File: src/rtl/dl_arb_mux.sv
// dl_arb_mux: N-input valid/ready arbitrated multiplexer with a registered
// output stage and packet locking. Merges several streaming producers onto
// one downstream channel; a grant is held from the first beat of a packet
// until the beat carrying in_last.
//
// Parameters:
//   NUM_BITS  data width per channel
//   NUM_IN    number of input channels (>= 2, any value)
//   ARB_MODE  0 = round-robin, 1 = fixed priority (lowest index wins)
//   SEL_BITS  derived index width, not overridable
//
// Ports:
//   clk       clock, all state on rising edge
//   rst       synchronous active-high reset
//   in_data   per-channel data
//   in_val    per-channel valid
//   in_last   per-channel end-of-packet marker
//   in_rdy    per-channel ready, at most one bit high
//   out_data  registered data
//   out_last  registered end-of-packet
//   out_sel   registered source channel index
//   out_val   output valid
//   out_rdy   downstream ready
`timescale 1ns/1ps
module dl_arb_mux #(
    parameter  int unsigned NUM_BITS = 32,
    parameter  int unsigned NUM_IN   = 4,
    parameter  int unsigned ARB_MODE = 0,
    localparam int unsigned SEL_BITS = $clog2(NUM_IN)
) (
    input  logic                            clk,
    input  logic                            rst,
    input  logic [NUM_IN-1:0][NUM_BITS-1:0] in_data,
    input  logic [NUM_IN-1:0]               in_val,
    input  logic [NUM_IN-1:0]               in_last,
    output logic [NUM_IN-1:0]               in_rdy,
    output logic [NUM_BITS-1:0]             out_data,
    output logic                            out_last,
    output logic [SEL_BITS-1:0]             out_sel,
    output logic                            out_val,
    input  logic                            out_rdy
);

    logic [NUM_BITS-1:0] out_data_q, out_data_d;
    logic                out_last_q, out_last_d;
    logic [SEL_BITS-1:0] out_sel_q,  out_sel_d;
    logic                out_val_q,  out_val_d;
    logic [SEL_BITS-1:0] ptr_q,      ptr_d;
    logic                locked_q,   locked_d;
    logic [SEL_BITS-1:0] lock_ch_q,  lock_ch_d;

    logic                load_en;
    logic                grant_vld;
    logic [SEL_BITS-1:0] grant;
    logic [SEL_BITS:0]   scan_idx;
    logic                accept;

    // Register is free when empty or being drained this cycle.
    assign load_en = ~out_val_q | out_rdy;

    always_comb begin
        grant_vld = 1'b0;
        grant     = '0;
        scan_idx  = '0;
        if (locked_q) begin
            // Mid-packet: only the owning channel may proceed, even if idle.
            grant_vld = in_val[lock_ch_q];
            grant     = lock_ch_q;
        end else if (ARB_MODE == 1) begin
            for (int unsigned i = 0; i < NUM_IN; i++) begin
                if (!grant_vld && in_val[i]) begin
                    grant_vld = 1'b1;
                    grant     = SEL_BITS'(i);
                end
            end
        end else begin
            // Scan ptr, ptr+1, ... with an explicit wrap so non-power-of-2
            // channel counts never index past NUM_IN-1.
            for (int unsigned k = 0; k < NUM_IN; k++) begin
                scan_idx = {1'b0, ptr_q} + (SEL_BITS+1)'(k);
                if (scan_idx >= (SEL_BITS+1)'(NUM_IN))
                    scan_idx = scan_idx - (SEL_BITS+1)'(NUM_IN);
                if (!grant_vld && in_val[scan_idx[SEL_BITS-1:0]]) begin
                    grant_vld = 1'b1;
                    grant     = scan_idx[SEL_BITS-1:0];
                end
            end
        end
    end

    always_comb begin
        in_rdy = '0;
        for (int unsigned i = 0; i < NUM_IN; i++)
            in_rdy[i] = load_en & grant_vld & (grant == SEL_BITS'(i));
    end

    // grant_vld already implies in_val[grant].
    assign accept = load_en & grant_vld;

    always_comb begin
        out_data_d = out_data_q;
        out_last_d = out_last_q;
        out_sel_d  = out_sel_q;
        out_val_d  = out_val_q;
        ptr_d      = ptr_q;
        locked_d   = locked_q;
        lock_ch_d  = lock_ch_q;
        if (load_en) begin
            out_val_d = accept;
            if (accept) begin
                out_data_d = in_data[grant];
                out_last_d = in_last[grant];
                out_sel_d  = grant;
                locked_d   = ~in_last[grant];
                lock_ch_d  = grant;
                if (in_last[grant] && ARB_MODE == 0)
                    ptr_d = (grant == SEL_BITS'(NUM_IN - 1)) ? '0 : grant + 1'b1;
            end
        end
    end

    always_ff @(posedge clk) begin
        if (rst) begin
            out_data_q <= '0;
            out_last_q <= 1'b0;
            out_sel_q  <= '0;
            out_val_q  <= 1'b0;
            ptr_q      <= '0;
            locked_q   <= 1'b0;
            lock_ch_q  <= '0;
        end else begin
            out_data_q <= out_data_d;
            out_last_q <= out_last_d;
            out_sel_q  <= out_sel_d;
            out_val_q  <= out_val_d;
            ptr_q      <= ptr_d;
            locked_q   <= locked_d;
            lock_ch_q  <= lock_ch_d;
        end
    end

    assign out_data = out_data_q;
    assign out_last = out_last_q;
    assign out_sel  = out_sel_q;
    assign out_val  = out_val_q;

endmodule

File: config.mk
export PLATFORM = sky130hd
export DESIGN_NAME = dl_arb_mux
export DESIGN_NICKNAME = d
export VERILOG_FILES = /design/src/rtl/dl_arb_mux.sv
export SDC_FILE = /design/constraint.sdc
export NUM_CORES = 1
export LEC_CHECK = 0
export CAP_MARGIN = 30
export CORE_MARGIN = 4
export CORE_UTILIZATION = 38
export DETAILED_ROUTE_END_ITERATION = 6
export GPL_TIMING_DRIVEN = 0
export HOLD_SLACK_MARGIN = 0.12
export PLACE_DENSITY = 0.87
export REMOVE_ABC_BUFFERS = 1
export SLEW_MARGIN = 20
export SYNTH_ARGS = -nofsm -noshare
export SYNTH_HDL_FRONTEND = slang
export SYNTH_SLANG_ARGS = --single-unit
File: constraint.sdc
create_clock -name clk -period 6.4 [get_ports clk]
set_input_delay 1.28 -clock clk [delete_from_list [all_inputs] [get_ports clk]]
set_output_delay 1.28 -clock clk [all_outputs]
set_load 0.02 [all_outputs]
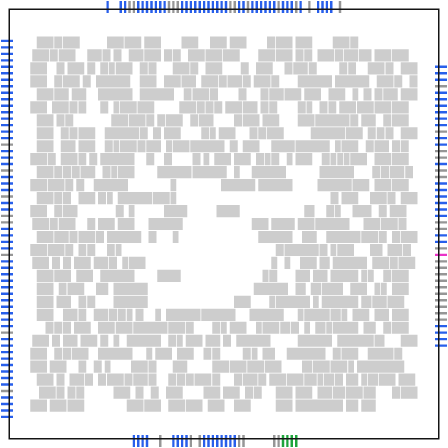
Fig. 1. Pin map (run 1).
Pins as bars across the die edge, other pins in grey.
legend:
  out_last:
    colour: magenta
    pins: 1
    direction: output
    edge: right
  in_data:
    colour: blue
    pins: 128
    direction: input
    edge: 51 left, 37 top, 24 right, 16 bottom
  in_val:
    colour: green
    pins: 4
    direction: input
    edge: bottom
port buffer count: 178
horizontal die size: 89.8 µm
Vert. Die Dim: 89.8 µm

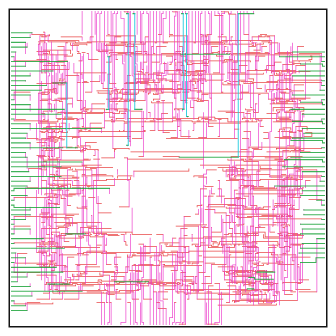
Fig. 2. Wiring by layer (run 1).
legend:
  M3:
    colour: green
    wire_length: 774 µm
  M1:
    colour: red
    wire_length: 3700 µm
  M4:
    colour: cyan
    wire_length: 195 µm
  M2:
    colour: magenta
    wire_length: 4770 µm

==> ci_impl_report.md, run 1 <==
### Metrics collected by this job

| Metric | Value |
|---|---|
| Max-Cap Viols | 0 |
| Data required time of the worst path | approximately 5.1 ns |
| Count of routing violations after the opening detailed-route iteration | 114 |
| Critical register-to-register path endpoint | ptr_q[1] |
| Ordered cell list for the critical path | clkdlybuf4s50_1 > or4b_1 > a211oi_1 > o31ai_4 > buf_6 > inv_2 > ha_1 > inv_1 > nor2_1 > clkdlybuf4s50_1 |
| Crit. Startpoint | in_val[2] |
| GR peak layer | met2 |
| Final hold violation count | 0 |
| Syn avg cell area | 7.08 µm² |
| Slew at the pin closest to its max-slew limit | 0.707 ns |
| Kind of critical path | in -> out |
| Crit path capture | in_rdy[3] |
| Number of enable-type register cells in the synthesized netlist | 0 |
| Average wire per standard cell | 15.9 µm |
| Num ports | between 150 and 200 |
| Row cnt | 29 |
| Max H-tree Level | 2 |
| Crit path setup slack, layout | 0.382 ns |
| Remaining number of nets flagged by the antenna check after routing | 0 |
| Number of cells traversed by the worst register-to-register path | 8 |
| Clock tree buffer depth | 2 |
| Initial core utilization | 0.396 |
| Clock tree from TritonCTS | built |
| Max-slew violation count | 0 |
| GR Util met3 | 0.0634 |
| Remaining global-route overflow | 0 |
| Cells resized by post-CTS repair | 0 |
| Maximum number of pins on one net before global-route repair | 36 |
| Uppermost layer routed | met4 |
| Area of the core region | 0.00642 mm² |
| Power per cell area | 396 mW/mm² |
| Syn-to-layout area delta | 77.4% |
| Hold-critical path endpoint | out_data[3] |
| Data arrival time of the worst path | 4.74 ns |
| Fillers | 537 |
| Met3 WL post-DR | between 700 and 800 µm |
| GP Congestion | ~0.75 |
| FF-to-FF setup slack | 3.14 ns |
| Setup Buffers After CTS | 0 |
| Number of cells in Yosys stat | 359 |
| Async SR Flop Fraction | 0 |
| Number of nets in the layout | 657 |
| Post-synth cell types | 38 |
| Number of clock sinks | 39 |
| Proportion of layout cells with a drive suffix above 1 | 0.0446 |
| Yosys synthesis chip area | 0.00254 mm² |
| Cell area after synthesis | 0.00254 mm² |
| Launching point of the worst reg2reg path | ptr_q[1] |
| Number of storage elements in the synthesis netlist | 39 |
| Vias in the first global route | 3309 |
| Unrepaired setup endpoints after global routing | no |
| Worst-path fanout max | 35 |
| Count of vias placed by the detailed router | 3338 |
| Post-Place Worst Slack | 0.407 ns |
| Peak supply drop | 0.166 mV |
| Total routed wirelength | 9450 µm |
| Number of instances in the synthesized netlist | 359 |
| CP Launch Type | primary input |
| Die area | 0.00806 mm² |
| Met2 routing resource usage after global routing | 0.417 |
| Hold path start | out_data[3] |
| Share of synthesized area occupied by flip-flops and latches | 0.307 |
| Global-route wire length before repair | 15500 µm |
| Antenna diode count | 0 |
| Cell chosen for the clock root | sky130_fd_sc_hd__clkbuf_8 |
| GR Util met1 | 0.253 |
| Via density | 5.63 |
| F_max | 166 MHz |
| Family with the most delay on the worst path | buffers and inverters |
| Status | completed |
| Standard cell with the maximum stage delay on the critical path | sky130_fd_sc_hd__clkdlybuf4s50_1 |
| Worst slack on hold paths | between 0.4 and 0.5 ns |
| Antenna violations before repair | 0 |
| Final setup skew | 0.00264 ns |
| Final period demand of the worst path | ~6.0 ns |
| Crit path depth | 10 |
| Number of iterations in the first detailed-routing pass | 4 |
| Clock buffers created by TritonCTS | 5 |
| Path category of the worst min-delay check | reg -> reg |
| Count of hold buffers inserted by post-cts repair | 0 |
| Detailed-route wire length on metal 1 | ~3700 µm |
| Final setup vio count | 0 |
| Period utilisation layout | 0.940 |
| Tool Warnings | 25 |
| Met2 WL post-DR | between 4000 and 5000 µm |
| Post-route DRC | 0 |
| Highest-count cells in the layout ignoring fill and taps | sky130_fd_sc_hd__clkdlybuf4s50_1 (178), sky130_fd_sc_hd__a21oi_1 (68), sky130_fd_sc_hd__nand3_1 (65), sky130_fd_sc_hd__dfxtp_1 (39), sky130_fd_sc_hd__nand2_1 (37) |
| Most common cell type on the critical path | sky130_fd_sc_hd__clkdlybuf4s50_1 |
| HPWL after detailed placement | 7480 µm |
| Buffering stage count on the worst path with inverters included | 5 |
| Crit-path max cell delay | 0.63 ns |
| Worst slew margin relative to its limit | 0.528 |
| Cell leakage power | 1.74 nW |
| Clock latency at the later pin of the worst-skew pair | between 0.2 and 0.3 ns |
| Number of warnings reported in the yosys synthesis log | 0 |
| Depth of the worst hold-timing path | 2 |
| Clock-pin slew of the registers on the worst-case setup and hold paths | approximately 0.070 ns |
| Predominant post-synthesis flop cell | sky130_fd_sc_hd__dfxtp_1 |
| Worst Setup End Kind | output port |
| Most frequently placed logic cell in the final layout | sky130_fd_sc_hd__clkdlybuf4s50_1 |
| Total GRT Usage | 0.227 |
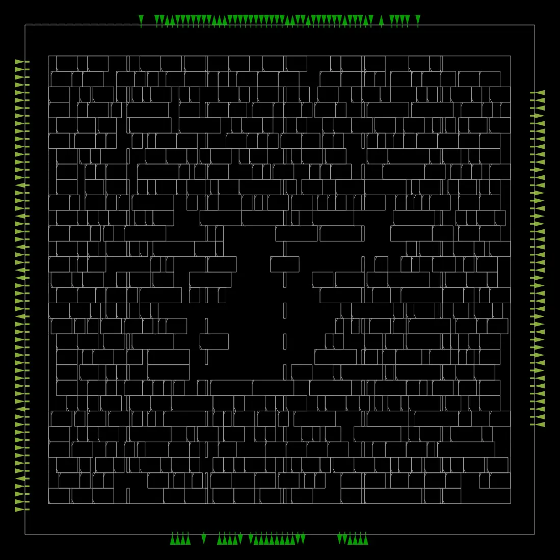
Fig. 3. Cell placement (run 1).
number of sequential cells in the layout: 39
number of well taps: 77
Finished Core Util: 0.702
share of the final layout cell area in sequential cells: 0.173

[run 1: per-stage QoR]
stage           util  total power, mW  instances  cell area, µm²  setup TNS, ns
2_1_floorplan      -             1.12        322            2400              0
3_3_place_gp   0.666             1.56        577            4280          -4.50
3_5_place_dp   0.691             1.65        587            4440              0
4_1_cts        0.702             1.80        593            4510              0
5_1_grt        0.702             1.93        593            4510              0
6_report       0.702             1.79        593            4510              0
[run 1: registers in the layout, summed over array words and instances, names as in the netlist]
name / flops
lock_ch_q: 2
locked_q: 1
out_data: 32
out_last: 1
out_val: 1
ptr_q: 2
[run 1: logic make-up after synthesis]
family,Yosys count,synth area share
AND-OR/OR-AND,146,0.365
adder cells (fa/ha/maj),1,0.00492
buffers and inverters,42,0.0640
flip-flops,39,0.307
multiplexers,3,0.0167
AND/OR/NAND/NOR,128,0.242
[run 1: power breakdown]
part	total, mW	internal, mW	leakage [nW]	switching, mW
Clock	0.142	0.0725	0.0371	0.0691
Sequential	0.386	0.331	0.323	0.0553
Combinational	1.26	0.587	1.38	0.671
[run 1: synth_stat cells, drive strengths merged, types with 2 or more instances]
cell type	instances	share of area
mux2i	2	0.0079
nor3b	2	0.0059
nand2b	3	0.0074
and2	3	0.0074
nand2	38	0.056
a21oi	68	0.13
o21bai	2	0.0059
nor3	2	0.0039
a22o	32	0.11
dfxtp	39	0.31
nand3	65	0.13
nor2	7	0.010
nor4	2	0.0049
a221oi	2	0.0069
inv	5	0.0074
o41ai	2	0.017
buf	10	0.017
clkbuf	27	0.040
o21ai	32	0.063
[run 1: cell type report]
class	instances	area (µm²)	area share
repair buffers	188	1920	0.425
multi-input cells	278	1630	0.360
flip-flops and latches	39	781	0.173
well taps	77	96.3	0.0214
clock buffers	6	72.6	0.0161
inverters	5	18.8	0.00416
==> run 2, diff against run 1 <==
HOLD_SLACK_MARGIN = 0.08   (was 0.12)
SETUP_SLACK_MARGIN = 0.05   (was unset)
clock period = 7.3 ns   (was 6.4 ns; I/O delays follow)
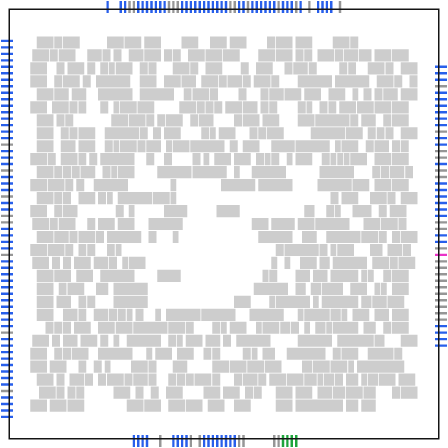
Fig. 4. Pin map (run 2).
Pins as bars across the die edge, other pins in grey.
legend:
  in_val:
    colour: green
    pins: 4
    direction: input
    edge: bottom
  in_data:
    colour: blue
    pins: 128
    direction: input
    edge: 51 left, 37 top, 24 right, 16 bottom
  out_last:
    colour: magenta
    pins: 1
    direction: output
    edge: right

==> run 2 against run 1 <==
Worst setup slack better by 0.54 ns. Non-clock buffer count is the same. Clock-buffer cell count unchanged.
==> ci_impl_report.md, run 2 <==
### Metrics collected by this job

| Metric | Value |
|---|---|
| Clock latency at the later pin of the worst-skew pair | 0.27 ns |
| Hold path start | out_data[3] |
| Path category of the worst min-delay check | reg -> reg |
| GP Congestion | ~0.75 |
| Tool Warnings | 25 |
| Die area | 0.00806 mm² |
| Worst Setup End Kind | output port |
| Horizontal die size | 89.8 µm |
| Clock-pin slew of the registers on the worst-case setup and hold paths | 0.07 ns |
| Most common cell type on the critical path | sky130_fd_sc_hd__clkdlybuf4s50_1 |
| Area of the core region | 0.00642 mm² |
| Async SR Flop Fraction | 0 |
| Predominant post-synthesis flop cell | sky130_fd_sc_hd__dfxtp_1 |
| Synth area leader | sky130_fd_sc_hd__dfxtp_1 |
| Row cnt | 29 |
| Yosys synthesis chip area | 0.00254 mm² |
| Worst-path fanout max | 35 |
| Post-synth top area share | 0.307 |
| Data required time of the worst path | 5.84 ns |
| Data arrival time of the worst path | 4.92 ns |
| Buffering stage count on the worst path with inverters included | 5 |
| F_max | 157 MHz |
| Max-Cap Viols | 0 |
| Cells resized by post-CTS repair | 0 |
| Global-route wire length before repair | 15500 µm |
| Status | completed |
| FA/HA/MAJ Cells, Area Fraction | 0.00492 |
| Num ports | 179 |
| Peak supply drop | 0.146 mV |
| Syn avg cell area | 7.08 µm² |
| Slew at the pin closest to its max-slew limit | ~0.71 ns |
| Remaining number of nets flagged by the antenna check after routing | 0 |
| Unrepaired setup endpoints after global routing | no |
| Post-Synth Simple-Gate Area | 0.242 |
| Number of instances in the synthesized netlist | around 360 |
| Total routed wirelength | 9450 µm |
| CP Launch Type | primary input |
| Number of storage elements in the synthesis netlist | 39 |
| Clock tree from TritonCTS | built |
| Most frequently placed logic cell in the final layout | sky130_fd_sc_hd__clkdlybuf4s50_1 |
| Period utilisation layout | 0.874 |
| Family with the most delay on the worst path | buffers and inverters |
| Total GRT Usage | 0.227 |
| Count of vias placed by the detailed router | between 3000 and 4000 |
| Maximum number of pins on one net before global-route repair | 36 |
| Area fraction in compound gates | 0.365 |
| Max H-tree Level | 2 |
| Port buffer count | ~180 |
| Worst slew margin relative to its limit | 0.528 |
| Final setup vio count | 0 |
| Setup TNS | 0 ns |
| Mux contribution to synthesized area | 0.0167 |
| Syn-to-layout area delta | 77.4% |
| Cell with the most instances after synthesis | sky130_fd_sc_hd__a21oi_1 |
| Count of hold buffers inserted by post-cts repair | 0 |
| Largest register FFs | 32 |
| Number of nets in the layout | 657 |
| Number of clock sinks | 39 |
| Clock buffers created by TritonCTS | 5 |
| Cell leakage power | 1.74 nW |
| Final period demand of the worst path | ~6.4 ns |
| Post-synth cell types | 38 |
| Vert. Die Dim | 89.8 µm |
| Setup Buffers After CTS | 0 |
| Number of enable-type register cells in the synthesized netlist | 0 |
| Launching point of the worst reg2reg path | ptr_q[1] |
| Proportion of layout cells with a drive suffix above 1 | 0.0446 |
| Crit-path max cell delay | 0.63 ns |
| Largest non-sequential cell family by area | AND-OR/OR-AND gates |
| Share of synthesized area occupied by flip-flops and latches | 0.307 |
| Average wire per standard cell | 15.9 µm |
| Synthesized-area fraction occupied by xor and xnor cells | 0 |
| Final setup skew | ~0.0026 ns |
| Antenna violations before repair | 0 |
| Cell chosen for the clock root | sky130_fd_sc_hd__clkbuf_8 |
| Cell area after synthesis | 0.00254 mm² |
| Max-slew violation count | 0 |
| HPWL after detailed placement | 7480 µm |
| Count of routing violations after the opening detailed-route iteration | 114 |
| Vias in the first global route | roughly 3300 |
| Initial core utilization | 0.396 |
| Remaining global-route overflow | 0 |
| Clock tree buffer depth | 2 |
| FF-to-FF setup slack | 4.04 ns |
| Antenna diode count | 0 |
| Number of warnings reported in the yosys synthesis log | 0 |
| Standard cell with the maximum stage delay on the critical path | sky130_fd_sc_hd__clkdlybuf4s50_1 |
| Kind of critical path | in -> out |
| Crit. Startpoint | in_val[2] |
| Via density | between 5 and 6 |
| Number of iterations in the first detailed-routing pass | 4 |
| Finished Core Util | 0.702 |
| Power per cell area | 347 mW/mm² |
| Ordered cell list for the critical path | clkdlybuf4s50_1 > or4b_1 > a211oi_1 > o31ai_4 > buf_6 > inv_2 > ha_1 > inv_1 > nor2_1 > clkdlybuf4s50_1 |
| Final hold violation count | 0 |
| Post-route DRC | 0 |
| Fillers | approximately 540 |
| Top cells by area | sky130_fd_sc_hd__dfxtp_1 (31%), sky130_fd_sc_hd__a21oi_1 (13%), sky130_fd_sc_hd__nand3_1 (13%) |
| Number of cells in Yosys stat | 359 |
| Highest-count cells in the layout ignoring fill and taps | sky130_fd_sc_hd__clkdlybuf4s50_1 (178), sky130_fd_sc_hd__a21oi_1 (68), sky130_fd_sc_hd__nand3_1 (65), sky130_fd_sc_hd__dfxtp_1 (39), sky130_fd_sc_hd__nand2_1 (37) |
| Top cells by instance count after synthesis | sky130_fd_sc_hd__a21oi_1 (68), sky130_fd_sc_hd__nand3_1 (65), sky130_fd_sc_hd__dfxtp_1 (39), sky130_fd_sc_hd__nand2_1 (38) |
run 2: cell counts after synthesis:
Identical to the previous run, type by type.
run 2: worst paths after layout:
| kind | end | cells after the start |
|---|---|---|
| max | in_rdy[3] | 10 |
| min | out_data[3] | 2 |
| max reg2reg | ptr_q[1] | 8 |
| min reg2reg | out_data[3] | 2 |
run 2: layer usage:
layer | global-route usage | up-vias | part of all wire
met4 | 0.0715 | 0 | 0.021
met3 | 0.0634 | 14 | 0.082
met2 | 0.417 | 131 | 0.51
li1 | - | 1642 | -
met5 | 0 | - | 0
met1 | 0.253 | 1551 | 0.39
run 2: cell type report:
type | count | area (µm²) | area share
repair buffers | 188 | 1920 | 0.425
multi-input cells | 278 | 1630 | 0.360
flip-flops and latches | 39 | 781 | 0.173
well taps | 77 | 96.3 | 0.0214
clock buffers | 6 | 72.6 | 0.0161
inverters | 5 | 18.8 | 0.00416
run 2: power by group:
group          switching (mW)  total (mW)  internal, mW
Sequential             0.0485       0.339         0.290
Clock                  0.0606       0.124        0.0635
Combinational           0.588        1.10         0.515
run 2: metrics by stage:
step | cells | hold slack (ns) | power, mW | cell area, µm² | setup slack [ns]
2_1_floorplan | 322 | 0.528 | 0.985 | 2400 | 1.33
3_3_place_gp | 577 | 0.432 | 1.36 | 4280 | -0.987
3_5_place_dp | 587 | 0.441 | 1.45 | 4440 | 0.947
4_1_cts | 593 | 0.457 | 1.58 | 4510 | 0.941
5_1_grt | 593 | 0.472 | 1.69 | 4510 | 0.728
6_report | 593 | 0.451 | 1.57 | 4510 | 0.922
run 2: tightest hold or removal path, cell delays in order, from the launching register on:
cell	delay [ns]
sky130_fd_sc_hd__dfxtp_1	0.32
sky130_fd_sc_hd__nand2_1	0.04
sky130_fd_sc_hd__o21ai_0	0.05
Power is estimated from default activity; no workload was simulated.
